[src/rtl/serializer_pkg.sv]
// Shared types for the parallel-to-serial transmit stage.
package serializer_pkg;

  typedef enum logic {
    ST_IDLE  = 1'b0,
    ST_SHIFT = 1'b1
  } ser_state_e;

endpackage

[src/rtl/serializer_if.sv]
// Word-in / slice-out bundle: valid/ready word input plus the registered serial lane.
interface serializer_if #(
  parameter int D = 8,
  parameter int S = 4
);
  logic             in_valid;
  logic             in_ready;
  logic [D*S-1:0]   in_data;
  logic [D-1:0]     out_data;
  logic             out_frame_start;
  logic             out_active;

  modport master (
    output in_valid, in_data,
    input  in_ready, out_data, out_frame_start, out_active
  );

  modport slave (
    input  in_valid, in_data,
    output in_ready, out_data, out_frame_start, out_active
  );
endinterface

[src/rtl/serializer_holding_reg.sv]
// One-entry pending register; it frees the same cycle the shifter consumes it,
// so a new word can be taken while the old one moves into the shifter.
module serializer_holding_reg #(
  parameter int W = 32
) (
  input  logic         high_speed_clock,
  input  logic         reset,
  input  logic         in_valid,
  output logic         in_ready,
  input  logic [W-1:0] in_data,
  input  logic         shifter_free,
  output logic         pend_valid,
  output logic [W-1:0] pend_data
);
  logic         pend_valid_q, pend_valid_d;
  logic [W-1:0] pend_data_q, pend_data_d;
  logic         accept;

  assign in_ready = !reset && (!pend_valid_q || shifter_free);
  assign accept   = in_valid && in_ready;

  always_comb begin
    pend_valid_d = pend_valid_q;
    pend_data_d  = pend_data_q;
    if (accept) begin
      pend_valid_d = 1'b1;
      pend_data_d  = in_data;
    end else if (shifter_free) begin
      // a pending word here is being loaded into the shifter this edge
      pend_valid_d = 1'b0;
    end
  end

  always_ff @(posedge high_speed_clock) begin
    if (reset) begin
      pend_valid_q <= 1'b0;
    end else begin
      pend_valid_q <= pend_valid_d;
    end
    pend_data_q <= pend_data_d;
  end

  assign pend_valid = pend_valid_q;
  assign pend_data  = pend_data_q;
endmodule

[src/rtl/serializer.sv]
// Sends each D*S-bit word as S D-bit slices, LSB slice first, with a frame-start
// strobe on slice 0; back-to-back words stream with no idle beat between frames.
module serializer
  import serializer_pkg::*;
#(
  parameter int            D         = 8,
  parameter int            S         = 4,
  parameter logic [D-1:0]  IDLE_WORD = '0
) (
  input  logic           high_speed_clock,
  input  logic           reset,
  serializer_if.slave    bus
);
  localparam int            CW   = $clog2(S);
  localparam logic [CW-1:0] LAST = CW'(S - 1);

  ser_state_e      state_q, state_d;
  logic [CW-1:0]   cnt_q, cnt_d;
  logic [D*S-1:0]  sh_data_q, sh_data_d;
  logic [D-1:0]    out_data_q, out_data_d;
  logic            out_frame_start_q, out_frame_start_d;
  logic            out_active_q, out_active_d;

  logic            shifter_free;
  logic            pend_valid;
  logic [D*S-1:0]  pend_data;
  logic            load;

  assign shifter_free = (state_q == ST_IDLE) || (cnt_q == LAST);
  assign load         = shifter_free && pend_valid;

  serializer_holding_reg #(.W(D*S)) u_hold (
    .high_speed_clock (high_speed_clock),
    .reset            (reset),
    .in_valid         (bus.in_valid),
    .in_ready         (bus.in_ready),
    .in_data          (bus.in_data),
    .shifter_free     (shifter_free),
    .pend_valid       (pend_valid),
    .pend_data        (pend_data)
  );

  always_ff @(posedge high_speed_clock) begin
    if (reset) begin
      state_q <= ST_IDLE;
    end else begin
      state_q <= state_d;
    end
  end

  always_comb begin
    state_d = state_q;
    case (state_q)
      ST_IDLE:  if (pend_valid) state_d = ST_SHIFT;
      ST_SHIFT: if (cnt_q == LAST && !pend_valid) state_d = ST_IDLE;
      default:  state_d = ST_IDLE;
    endcase
  end

  // The shift register moves down one slice per beat, so the next slice is always at [2D-1:D].
  always_comb begin
    cnt_d             = cnt_q;
    sh_data_d         = sh_data_q;
    out_data_d        = IDLE_WORD;
    out_frame_start_d = 1'b0;
    out_active_d      = 1'b0;
    if (load) begin
      sh_data_d         = pend_data;
      out_data_d        = pend_data[D-1:0];
      cnt_d             = '0;
      out_frame_start_d = 1'b1;
      out_active_d      = 1'b1;
    end else if (state_q == ST_SHIFT && cnt_q != LAST) begin
      cnt_d        = cnt_q + CW'(1);
      sh_data_d    = sh_data_q >> D;
      out_data_d   = sh_data_q[2*D-1:D];
      out_active_d = 1'b1;
    end
  end

  always_ff @(posedge high_speed_clock) begin
    if (reset) begin
      cnt_q             <= '0;
      out_data_q        <= IDLE_WORD;
      out_frame_start_q <= 1'b0;
      out_active_q      <= 1'b0;
    end else begin
      cnt_q             <= cnt_d;
      out_data_q        <= out_data_d;
      out_frame_start_q <= out_frame_start_d;
      out_active_q      <= out_active_d;
    end
    sh_data_q <= sh_data_d;
  end

  assign bus.out_data        = out_data_q;
  assign bus.out_frame_start = out_frame_start_q;
  assign bus.out_active      = out_active_q;
endmodule

[src/flat_wrapper.sv]
// flat-port wrapper written by rule: the top's interface ports become plain ports
module serializer_flat import serializer_pkg::*;
#(
  parameter int            D         = 8,
  parameter int            S         = 4,
  parameter logic [D-1:0]  IDLE_WORD = '0
)
  (high_speed_clock, reset, bus_in_valid, bus_in_data, bus_in_ready, bus_out_data, bus_out_frame_start, bus_out_active);
  serializer_if #(.D(D), .S(S)) bus_i ();
  input  logic high_speed_clock;
  input  logic reset;
  input wire logic [$bits(bus_i.in_valid)-1:0] bus_in_valid;
  input wire logic [$bits(bus_i.in_data)-1:0] bus_in_data;
  output wire logic [$bits(bus_i.in_ready)-1:0] bus_in_ready;
  output wire logic [$bits(bus_i.out_data)-1:0] bus_out_data;
  output wire logic [$bits(bus_i.out_frame_start)-1:0] bus_out_frame_start;
  output wire logic [$bits(bus_i.out_active)-1:0] bus_out_active;
  assign bus_i.in_valid = bus_in_valid;
  assign bus_i.in_data = bus_in_data;
  assign bus_in_ready = bus_i.in_ready;
  assign bus_out_data = bus_i.out_data;
  assign bus_out_frame_start = bus_i.out_frame_start;
  assign bus_out_active = bus_i.out_active;
  serializer #(.D(D), .S(S), .IDLE_WORD(IDLE_WORD)) u_core (.high_speed_clock(high_speed_clock), .reset(reset), .bus(bus_i));
endmodule
[config.mk]
export PLATFORM = sky130hd
export DESIGN_NAME = serializer_flat
export DESIGN_NICKNAME = d
export VERILOG_FILES = /design/src/rtl/serializer_pkg.sv /design/src/rtl/serializer_if.sv /design/src/rtl/serializer_holding_reg.sv /design/src/rtl/serializer.sv /design/src/flat_wrapper.sv
export SDC_FILE = /design/constraint.sdc
export NUM_CORES = 1
export LEC_CHECK = 0
export CAP_MARGIN = 20
export CELL_PAD_IN_SITES_DETAIL_PLACEMENT = 1
export CELL_PAD_IN_SITES_GLOBAL_PLACEMENT = 1
export CORE_ASPECT_RATIO = 1.2
export CORE_MARGIN = 2
export CORE_UTILIZATION = 40
export DETAILED_ROUTE_END_ITERATION = 10
export PLACE_DENSITY_LB_ADDON = 0.15
export SLEW_MARGIN = 20
export SYNTH_ARGS = -nofsm -noshare
export SYNTH_HDL_FRONTEND = slang
export SYNTH_SLANG_ARGS = --single-unit
[constraint.sdc]
create_clock -name high_speed_clock -period 2.99 [get_ports high_speed_clock]
set_input_delay 0.299 -clock high_speed_clock [delete_from_list [all_inputs] [get_ports high_speed_clock]]
set_output_delay 0.299 -clock high_speed_clock [all_outputs]
set_load 0.05 [all_outputs]
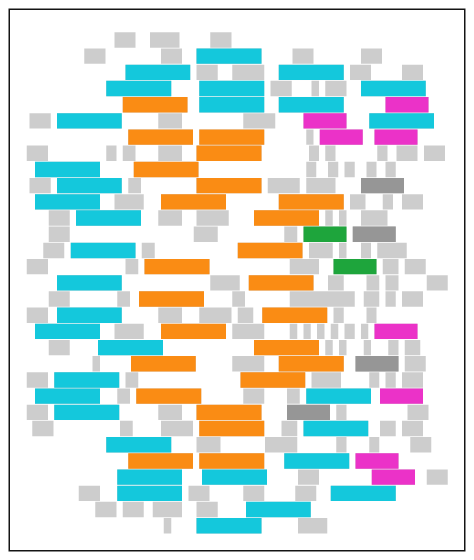
*Sequential cells grouped by signal name, run 1*
Other sequential cells in the stronger grey, the rest of the logic in the fainter grey.
colour	name in the netlist	placed flops
cyan	u_core.u_hold.pend_data	32
magenta	u_core.bus.out_data	8
green	u_core.cnt_q	2
orange	u_core.sh_data_q	24

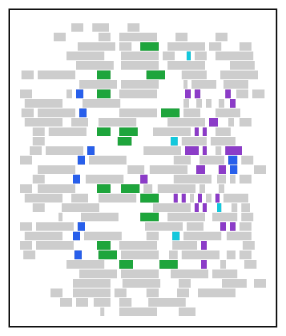
*Gate-type map, run 1*
colour	family	cells
blue	and/or cells	10
purple	nand cells	23
cyan	nor cells	4
green	mux cells	16

==> results.py, run 1 <==
# Flow results
metrics = {
    "floorplanning": {
        "die_area_mm2": 0.00692,
        "core_region_area_mm2": 0.00605,
        "die_width_um": 76.3,
        "io_pins": 46,
        "row_count": 31,
        "fp_util_pct": 41.4,
        "fp.dieH_um": 90.7,
    },
    "cells_and_area": {
        "final-instance-count-excl-fill": 283,
        "drive_above_1_share_pct": 16.9,
        "fin_util_pct": 53.3,
        "antennaDiodeCount": 0,
        "nets": 232,
        "area_growth_pct": 28.6,
    },
    "final_timing": {
        "tightest_slew_ns": 0.502,
        "rsz0062_at_grt": "no",
        "report.final.slew_viol_count": 0,
        "fin_crit_ns": 2.50,
        "skew_ns": 0.00462,
        "period_used_pct": 83.5,
        "timing.fmax_mhz": 401,
        "finalSetupViolations": 0,
        "slew_headroom_pct": 66.4,
        "hold_violations": 0,
        "setup-tns-final_ns": 0,
    },
    "cts": {
        "cts_sinks": 70,
        "post_cts_buffers": 0,
        "clk_pin_slew_ns": 0.07,
        "cts_tree": "done",
        "cts_root_buf": "clkbuf_8",
        "cts_resized": 0,
        "htree_num_levels": 3,
        "numCtsBuffers": 9,
        "clkLatencyLatePin_ns": 0.34,
        "clockBufferDepth": 2,
        "postCtsHoldBufs": 0,
    },
    "detailed_routing": {
        "wl_met1_um": 1590,
        "highest_layer": "met4",
        "wl_met2_um": 2220,
        "dr.first_iter.drc_count": 42,
        "wl_met3_um": 188,
        "routed_wl_um": 4180,
        "viasPerCell": 4.71,
        "antenna_left": 0,
        "dr.pass1.iters": 4,
        "drc": 0,
        "wire_per_inst_um": 14.8,
        "via_count": 1332,
    },
    "synth": {
        "synth_top_area_share_pct": 67.1,
        "synthDistinctLibCells": 21,
        "synthTopCellsByCount": "edfxtp_1, dfxtp_1, a21oi_1",
        "synth-edff-count": 56,
        "ys_cells": 143,
        "yosysMostFrequentCell": "edfxtp_1",
        "syn_inst": 143,
        "async_flop_share_pct": 0,
        "synth_seq_share_pct": 78.3,
        "top_area_cell": "edfxtp_1",
        "area_leaders": "edfxtp_1, dfxtp_1, mux2_4, mux2_2, a21oi_1",
        "numSynthFlops": 70,
        "syn-cell-area_mm2": 0.00251,
        "syn_nets": 179,
        "synth_warnings": 0,
        "synthFlopType": "edfxtp_1",
        "ys_area_mm2": 0.00251,
        "avgSynthCellArea_um2": 17.5,
    },
    "power_and_ir_drop": {
        "totalPowerFinal_mw": 2.04,
        "ir_drop_v": 0.000330,
        "power_density_mw_per_mm2": 634,
        "leakagePower_nw": 1.17,
    },
    "setup_path": {
        "worstReg2RegEnd": "u_core.u_hold.pend_data[11]",
        "r2r_cells": 5,
        "r2r_slack_ns": 1.07,
        "cp.required_ns": 2.69,
        "start_kind": "flip-flop",
        "critPathMaxFanout": 12,
        "reg2reg_from": "u_core.cnt_q[0]",
        "arrival_ns": 2.20,
        "end_kind": "output pin",
        "setup.worst_path.class": "reg -> out",
    },
    "placement": {
        "placed_cells": 267,
        "hpwl_um": 2810,
        "port_buffers": 45,
        "gp_congestion": 0.781,
    },
    "grt": {
        "grt_max_degree": 33,
        "antenna_found_initial": 0,
        "grt_pass1_vias": 1413,
        "overflow": 0,
        "grt_pass1_wl_um": 6790,
    },
    "min_path": {
        "holdPathStages": 1,
        "hold_end": "u_core.u_hold.pend_data[24]",
        "worstHoldPathType": "in -> reg",
        "hp-start": "bus_in_data[24]",
    },
    "run_status": {
        "status": "finished clean",
    },
    "flow_run": {
        "tool_warnings": 26,
        "maxCapViolations": 0,
    },
}
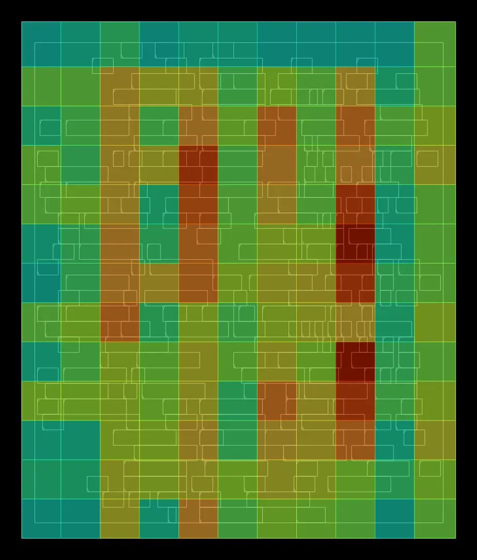
*Track usage over the die, run 1*
total track usage: 13.4%
met3 usage: 4.50%
met1 Track Usage GR: 13.8%
M2 GR Usage: 22.2%

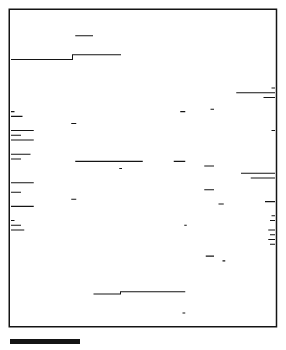
*The metal 3 layer, run 1*
Bar = 20 um.
longest straight run	19.1 um
wire length on this layer	189 um
nets with wire on the layer	31

==> run 1: layout by cell type, fill, tap and decap left out, drive strengths merged <==
cell type,n
edfxtp,56
clkdlybuf4s50,45
mux2,16
dfxtp,14
a21oi,12
clkbuf,11
nand2,10
nand3,8
and3,8
buf,4
nand2b,3
clkinv,3
nand3b,2
nor2b,2
nor2,2
and2b,1
and2,1
ha,1
clkinvlp,1
bufinv,1
==> run 1: per-layer routing <==
| metal | vias up | global-route usage (%) |
|---|---|---|
| li1 | 635 | - |
| met1 | 638 | 13.8 |
| met2 | 42 | 22.2 |
| met3 | 17 | 4.50 |
| met4 | 0 | 10.8 |
| met5 | - | 0 |
==> run 1: registers in the layout, indices dropped and copies added, names as in the netlist <==
signal,flops
u_core.sh_data_q,24
u_core.bus.out_active,1
u_core.u_hold.pend_valid,1
u_core.state_q,1
u_core.bus.out_frame_start,1
u_core.bus.out_data,8
u_core.cnt_q,2
u_core.u_hold.pend_data,32
==> run 1: final cells by class <==
| cell class | count | area [um^2] |
|---|---|---|
| Tap cell | 82 | 103 |
| Clock inverter | 5 | 50.0 |
| Fill cell | 596 | 2830 |
| Multi-Input combinational cell | 66 | 497 |
| Clock buffer | 11 | 131 |
| Timing Repair Buffer | 49 | 480 |
| Sequential cell | 70 | 1960 |
==> run 1: critical path: stages, from the launching register on <==
cell and delay [ns]:
dfxtp_1 0.35, ha_1 0.17, and2b_1 0.30, a21oi_1 0.21
clkdlybuf4s50_1 0.82
==> run 1: worst max path at each step <==
stage | start | end | slack [ns] | cells past startpoint
4_1_cts | u_core.cnt_q[0] | bus_in_ready | 0.46 | 4
2_1_floorplan | u_core.cnt_q[0] | u_core.u_hold.pend_data[0] | 0.18 | 4
3_3_place_gp | reset | bus_in_ready | 0.84 | 4
5_1_grt | u_core.cnt_q[0] | bus_in_ready | 0.33 | 4
6_report | u_core.cnt_q[0] | bus_in_ready | 0.49 | 4
3_5_place_dp | reset | bus_in_ready | 0.83 | 4
==> run 1: power breakdown <==
part           internal, mW  total (mW)  switching, mW
Clock                 0.379       0.706          0.328
Combinational        0.0976       0.193         0.0959
Sequential             1.13        1.14         0.0186
Total                  1.60        2.04          0.442
==> run 1: logic make-up after synthesis <==
logic type / Yosys count / synth area share [%]
buf+inv: 7 / 1.90
flops: 70 / 78.3
mux: 16 / 8.54
compound gates: 12 / 2.40
fa+ha+maj: 1 / 0.499
simple gates: 37 / 8.39
==> run 1: per-stage QoR <==
step | hold WS [ns] | cell area (um^2) | setup slack (ns)
after floorplan | 0.368 | 2510 | 0.184
after global placement | 0.472 | 3040 | 0.837
after detailed placement | 0.509 | 3040 | 0.829
after CTS | 0.485 | 3220 | 0.459
after global routing | 0.491 | 3220 | 0.334
final | 0.508 | 3220 | 0.493
### Metal 2, run 1

Cells faint in the background.
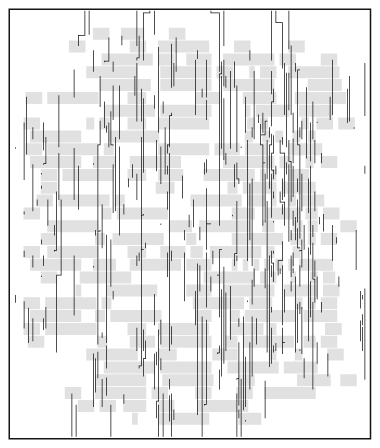

==> run 1 -> run 2 <==
==> constraint.sdc (replaced) <==
create_clock -name high_speed_clock -period 2.5 [get_ports high_speed_clock]
set_input_delay 0.25 -clock high_speed_clock [delete_from_list [all_inputs] [get_ports high_speed_clock]]
set_output_delay 0.25 -clock high_speed_clock [all_outputs]
set_load 0.05 [all_outputs]
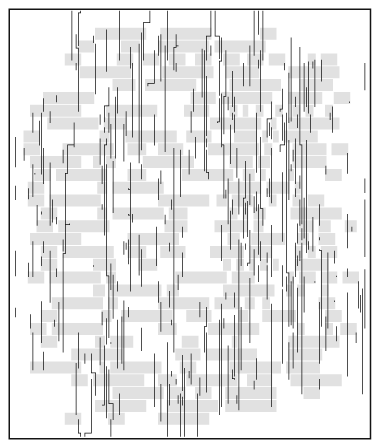
*Metal 2, run 2*
Cells faint in the background.
share of all routed wire	52%
longest straight run	43.2 um

==> results.py, run 2 <==
# Flow results
metrics = {
    "synth": {
        "mux_share_pct": 8.54,
        "synth_top_area_share_pct": 67.1,
        "synth-xor-area-share_pct": 0,
        "synthTopCellsByCount": "edfxtp_1, dfxtp_1, a21oi_1",
        "synthFlopType": "edfxtp_1",
        "simple_gate_area_share_pct": 8.39,
        "synth-edff-count": 56,
        "top_area_cell": "edfxtp_1",
        "synth_seq_share_pct": 78.3,
        "syn_nets": 179,
        "numSynthFlops": 70,
        "ys_cells": 143,
        "synth_warnings": 0,
        "ys_area_mm2": 0.00251,
        "adder_share_pct": 0.499,
        "top_logic_kind": "multiplexers",
        "yosysMostFrequentCell": "edfxtp_1",
        "aoi_share_pct": 2.40,
        "async_flop_share_pct": 0,
        "syn-cell-area_mm2": 0.00251,
        "avgSynthCellArea_um2": 17.5,
        "synthDistinctLibCells": 21,
    },
    "placement": {
        "hpwl_um": 2830,
        "gp_congestion": 0.735,
        "port_buffers": 45,
        "postPlaceCellArea_mm2": 0.00304,
    },
    "floorplanning": {
        "fp_util_pct": 41.4,
        "die_width_um": 76.3,
        "core_region_area_mm2": 0.00605,
        "row_count": 31,
        "fp.dieH_um": 90.7,
        "die_area_mm2": 0.00692,
        "io_pins": 46,
    },
    "cts": {
        "clkLatencyLatePin_ns": 0.33,
        "postCtsHoldBufs": 0,
        "post_cts_buffers": 0,
        "htree_num_levels": 3,
        "cts_resized": 0,
        "cts_tree": "done",
        "clk_pin_slew_ns": 0.07,
        "cts_root_buf": "clkbuf_8",
    },
    "detailed_routing": {
        "viasPerCell": 4.64,
        "dr.pass1.iters": 4,
        "dr.first_iter.drc_count": 70,
        "wire_per_inst_um": 15.0,
        "drc": 0,
    },
    "grt": {
        "antenna_found_initial": 0,
        "overflow": 0,
        "grt_pass1_vias": 1398,
        "grt_max_degree": 33,
        "grt_usage_pct": 13.1,
    },
    "setup_path": {
        "worstSetupStartpoint": "u_core.cnt_q[1]",
        "arrival_ns": 2.04,
        "path_buffers": 0,
        "critPathMaxFanout": 32,
        "cp_cell_sequence": "ha_1, and2b_1, a21oi_2, and2_2",
        "cpMaxStageDelayCell": "and2_2",
        "start_kind": "flip-flop",
        "path_delay_family": "simple AND/OR/NAND/NOR gates",
        "setup.worst_path.class": "reg -> reg",
    },
    "cells_and_area": {
        "lay_top_count": "edfxtp_1",
        "nets": 231,
        "drive_above_1_share_pct": 18.5,
        "regArea_mm2": 0.00196,
        "fill_cells": 594,
        "combGateArea_um2": 502,
        "area_growth_pct": 27.5,
        "final_area_mm2": 0.00319,
        "antennaDiodeCount": 0,
    },
    "final_timing": {
        "skew_ns": 0.0100,
        "slew_headroom_pct": 49.3,
        "finalSetupViolations": 0,
        "holdWs_ns": 0.475,
        "setup-tns-final_ns": 0,
        "fin_ws_ns": 0.416,
        "report.final.slew_viol_count": 0,
        "rsz0062_at_grt": "no",
        "timing.fmax_mhz": 480,
    },
    "flow_run": {
        "tool_warnings": 26,
        "maxCapViolations": 0,
    },
    "power_and_ir_drop": {
        "totalPowerFinal_mw": 2.34,
        "leakagePower_nw": 1.16,
        "power_density_mw_per_mm2": 733,
        "ir_drop_v": 0.000291,
    },
    "run_status": {
        "status": "finished clean",
    },
    "min_path": {
        "worstHoldPathType": "in -> reg",
        "hp-start": "bus_in_data[27]",
    },
}
[run 2: worst paths after layout]
| kind | end | slack (ns) | depth (start not counted) |
|---|---|---|---|
| worst max-delay path | u_core.u_hold.pend_data[17] | 0.42 | 4 |
| worst min-delay path | u_core.u_hold.pend_data[27] | 0.47 | 1 |
| worst max register to register | u_core.u_hold.pend_data[17] | 0.42 | 4 |
| worst min register to register | u_core.cnt_q[0] | 0.51 | 2 |
[run 2: final cells by class]
type                    instances  share of cell area (%)
clock buffers                  11                    4.11
clock inverters                 5                   0.823
multi-input cells              66                    15.7
flip-flops and latches         70                    61.4
well taps                      82                    3.21
repair buffers                 48                    14.7
[run 2: worst reg2reg max path, delay by kind of cell (launching register included)]
family | cells | cell delay, ns
AND-OR/OR-AND | 1 | 0.20
flip-flops | 1 | 0.35
adder cells (fa/ha/maj) | 1 | 0.17
AND/OR/NAND/NOR | 2 | 0.97
[run 2: logic make-up after synthesis]
| kind of cell | after synthesis |
|---|---|
| DFF | 70 |
| AOI/OAI and AO/OA | 12 |
| muxes | 16 |
| buffers and inverters | 7 |
| and+or+nand+nor | 37 |
| adders and majority gates | 1 |
[run 2: metal layers]
metal | global-route usage, % | wire length (um) | vias to the layer above
met4 | 6.36 | 66 | 0
met3 | 4.60 | 202 | 7
li1 | - | - | 634
met2 | 22.1 | 2190 | 36
met5 | 0 | 0 | -
met1 | 14.7 | 1760 | 632
[run 2: per-stage QoR]
step                      std cells  util (%)
after global routing            282      52.8
after CTS                       282      52.8
final                           282      52.8
after global placement          266      50.2
after detailed placement        266      50.2
after floorplan                 143         -
[run 2: where the power goes]
group / internal [mW] / leakage [nW] / switching, mW / total [mW]
registers: 1.35 / 0.651 / 0.0237 / 1.37
logic: 0.116 / 0.424 / 0.115 / 0.230
clock network: 0.352 / 0.0805 / 0.388 / 0.740
### Track usage over the die, run 2

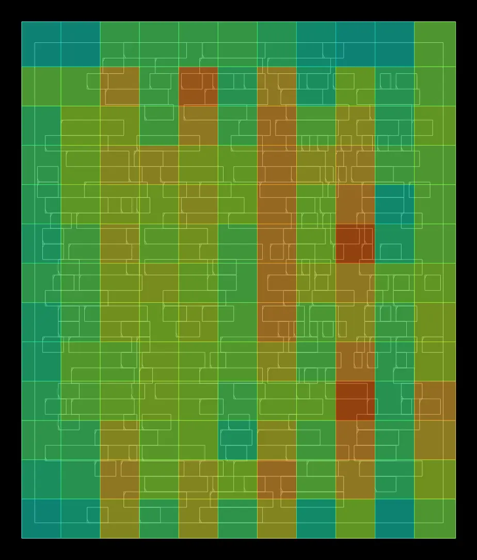

==> run 2 -> run 3 <==
--- a/config.mk
+++ b/config.mk
@@ -10,7 +10,7 @@
 export CELL_PAD_IN_SITES_GLOBAL_PLACEMENT = 1
 export CORE_ASPECT_RATIO = 1.2
 export CORE_MARGIN = 2
-export CORE_UTILIZATION = 40
+export CORE_UTILIZATION = 39
 export DETAILED_ROUTE_END_ITERATION = 10
 export PLACE_DENSITY_LB_ADDON = 0.15
 export SLEW_MARGIN = 20
==> constraint.sdc (replaced) <==
create_clock -name high_speed_clock -period 1.9 [get_ports high_speed_clock]
set_input_delay 0.19 -clock high_speed_clock [delete_from_list [all_inputs] [get_ports high_speed_clock]]
set_output_delay 0.19 -clock high_speed_clock [all_outputs]
set_load 0.05 [all_outputs]
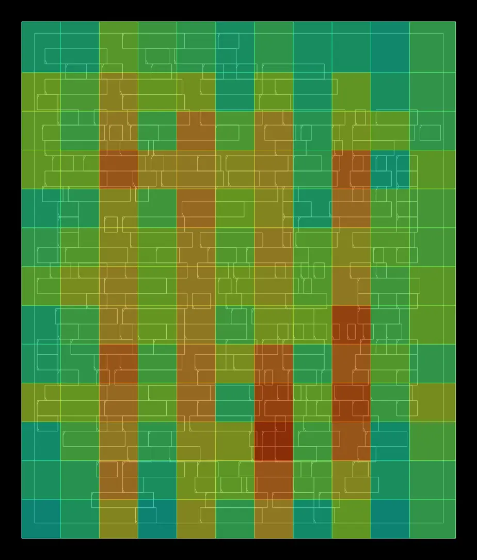
*Track usage over the die, run 3*
M2 GR Usage: 23.3%
met3 usage: 5.02%
GRT busiest layer: met2

==> results.py, run 3 <==
# Flow results
metrics = {
    "flow_run": {
        "maxCapViolations": 0,
        "tool_warnings": 26,
    },
    "synth": {
        "ys_cells": 143,
        "area_leaders": "edfxtp_1, dfxtp_1, mux2_4, mux2_2, a21oi_1",
        "top_logic_kind": "multiplexers",
        "synth-xor-area-share_pct": 0,
        "syn_inst": 143,
        "adder_share_pct": 0.499,
        "top_area_cell": "edfxtp_1",
        "synthTopCellsByCount": "edfxtp_1, dfxtp_1, a21oi_1",
        "synth-edff-count": 56,
        "synth_top_area_share_pct": 67.1,
        "mux_share_pct": 8.54,
        "synth_warnings": 0,
        "simple_gate_area_share_pct": 8.39,
        "synthFlopType": "edfxtp_1",
        "yosysMostFrequentCell": "edfxtp_1",
        "numSynthFlops": 70,
        "aoi_share_pct": 2.40,
        "ys_area_mm2": 0.00251,
        "synthDistinctLibCells": 21,
        "synth_seq_share_pct": 78.3,
        "syn_nets": 179,
        "async_flop_share_pct": 0,
        "avgSynthCellArea_um2": 17.5,
        "syn-cell-area_mm2": 0.00251,
    },
    "min_path": {
        "hp-start": "bus_in_data[18]",
        "worstHoldPathType": "in -> reg",
    },
    "cts": {
        "numCtsBuffers": 9,
        "clkLatencyLatePin_ns": 0.33,
        "cts_sinks": 70,
        "cts_tree": "done",
        "clk_pin_slew_ns": 0.08,
        "postCtsHoldBufs": 0,
        "htree_num_levels": 3,
        "clockBufferDepth": 2,
        "cts_root_buf": "clkbuf_8",
    },
    "detailed_routing": {
        "antenna_left": 0,
        "dr.first_iter.drc_count": 44,
        "routed_wl_um": 4620,
        "drc": 0,
        "via_count": 1360,
        "viasPerCell": 4.69,
        "dr.pass1.iters": 4,
        "wire_per_inst_um": 15.9,
    },
    "final_timing": {
        "finalSetupViolations": 0,
        "hold_violations": 0,
        "timing.fmax_mhz": 596,
        "fin_crit_ns": 1.68,
        "slew_headroom_pct": 65.3,
        "setup-tns-final_ns": 0,
        "rsz0062_at_grt": "no",
        "holdWs_ns": 0.409,
        "period_used_pct": 88.4,
        "skew_ns": 0.00594,
        "tightest_slew_ns": 0.518,
        "report.final.slew_viol_count": 0,
    },
    "floorplanning": {
        "die_width_um": 77.2,
        "fp_util_pct": 39.6,
        "io_pins": 46,
        "fp.dieH_um": 91.8,
        "row_count": 32,
        "core_region_area_mm2": 0.00633,
        "die_area_mm2": 0.00709,
    },
    "grt": {
        "grt_usage_pct": 13.8,
        "grt_pass1_vias": 1472,
        "grt_max_degree": 33,
        "grt_pass1_wl_um": 7360,
        "overflow": 0,
        "antenna_found_initial": 0,
    },
    "setup_path": {
        "reg2reg_from": "u_core.cnt_q[0]",
        "start_kind": "flip-flop",
        "max_stage_delay_ns": 0.35,
        "path_buffers": 1,
        "worstSetupStartpoint": "u_core.cnt_q[0]",
        "cp_cell_sequence": "ha_1, and2b_1, a21oi_4, buf_12",
        "cp.required_ns": 1.71,
        "critPathMaxFanout": 3,
        "path_delay_family": "flip-flops",
        "end_kind": "output pin",
        "cpMaxStageDelayCell": "dfxtp_1",
        "arrival_ns": 1.49,
        "setup.worst_path.class": "reg -> out",
    },
    "placement": {
        "placed_cells": 273,
        "hpwl_um": 2990,
        "gp_congestion": 0.668,
        "port_buffers": 45,
    },
    "cells_and_area": {
        "largest_reg_flops": 32,
        "nets": 236,
        "final_cell_mix": "edfxtp_1, clkdlybuf4s50_1, dfxtp_1, a21oi_1",
        "drive_above_1_share_pct": 22.0,
        "area_growth_pct": 33.2,
        "antennaDiodeCount": 0,
        "final-instance-count-excl-fill": 290,
        "fill_cells": 629,
        "fin_util_pct": 52.7,
        "lay_top_count": "edfxtp_1",
    },
    "run_status": {
        "status": "finished clean",
    },
    "power_and_ir_drop": {
        "leakagePower_nw": 1.23,
        "ir_drop_v": 0.000811,
        "power_density_mw_per_mm2": 1060,
    },
}
[run 3: cell counts after synthesis]
No cell type changed its count.
[run 3: worst paths after layout]
| path | endpoint | cells past startpoint | slack [ns] |
|---|---|---|---|
| max | bus_in_ready | 4 | 0.22 |
| min | u_core.u_hold.pend_data[18] | 1 | 0.41 |
| max reg2reg | u_core.u_hold.pend_data[19] | 4 | 0.25 |
| min reg2reg | u_core.bus.out_data[0] | 2 | 0.51 |
[run 3: cell type report]
cell class / instances / area, um^2 / share of cell area (%)
well taps: 85 / 106 / 3.19
flip-flops and latches: 70 / 1960 / 58.8
clock buffers: 9 / 124 / 3.71
repair buffers: 52 / 513 / 15.4
multi-input cells: 67 / 519 / 15.6
clock inverters: 7 / 113 / 3.37
[run 3: per-stage QoR]
step                      total power [mW]  cell area [um^2]  setup WS (ns)
final                                 3.53              3340          0.221
after global routing                  3.66              3340          0.105
after CTS                             3.57              3330         0.0977
after detailed placement              2.17              3090          0.107
after global placement                2.15              3090          0.191
after floorplan                       2.01              2520         0.0860
[run 3: logic make-up (layout without fill, tap and decap cells)]
group,count (synthesis),after routing
flip-flops,70,70
AND/OR/NAND/NOR,37,38
multiplexers,16,16
AND-OR/OR-AND,12,12
buffers and inverters,7,68
adder cells (fa/ha/maj),1,1
[run 3: metal layers]
| layer | vias up | part of all wire (%) | global-route usage (%) |
|---|---|---|---|
| li1 | 647 | - | - |
| met1 | 669 | 41 | 16.0 |
| met2 | 37 | 53 | 23.3 |
| met3 | 7 | 5.0 | 5.02 |
| met4 | 0 | 1.3 | 4.91 |
| met5 | - | 0 | 0 |
[run 3: timing repair]
| action | in CTS | in global routing |
|---|---|---|
| resized | 0 | 1 |
| buffers inserted | 0 | 0 |
| endpoints found under the setup margin | 0 | 17 |
[run 3: power breakdown]
group	switching, mW	total, mW	internal [mW]
logic	0.162	0.329	0.167
registers	0.0307	1.80	1.77
clock network	0.539	1.40	0.865
total	0.731	3.53	2.80
Power figures rest on the tool's default switching activity, not on a simulated workload.
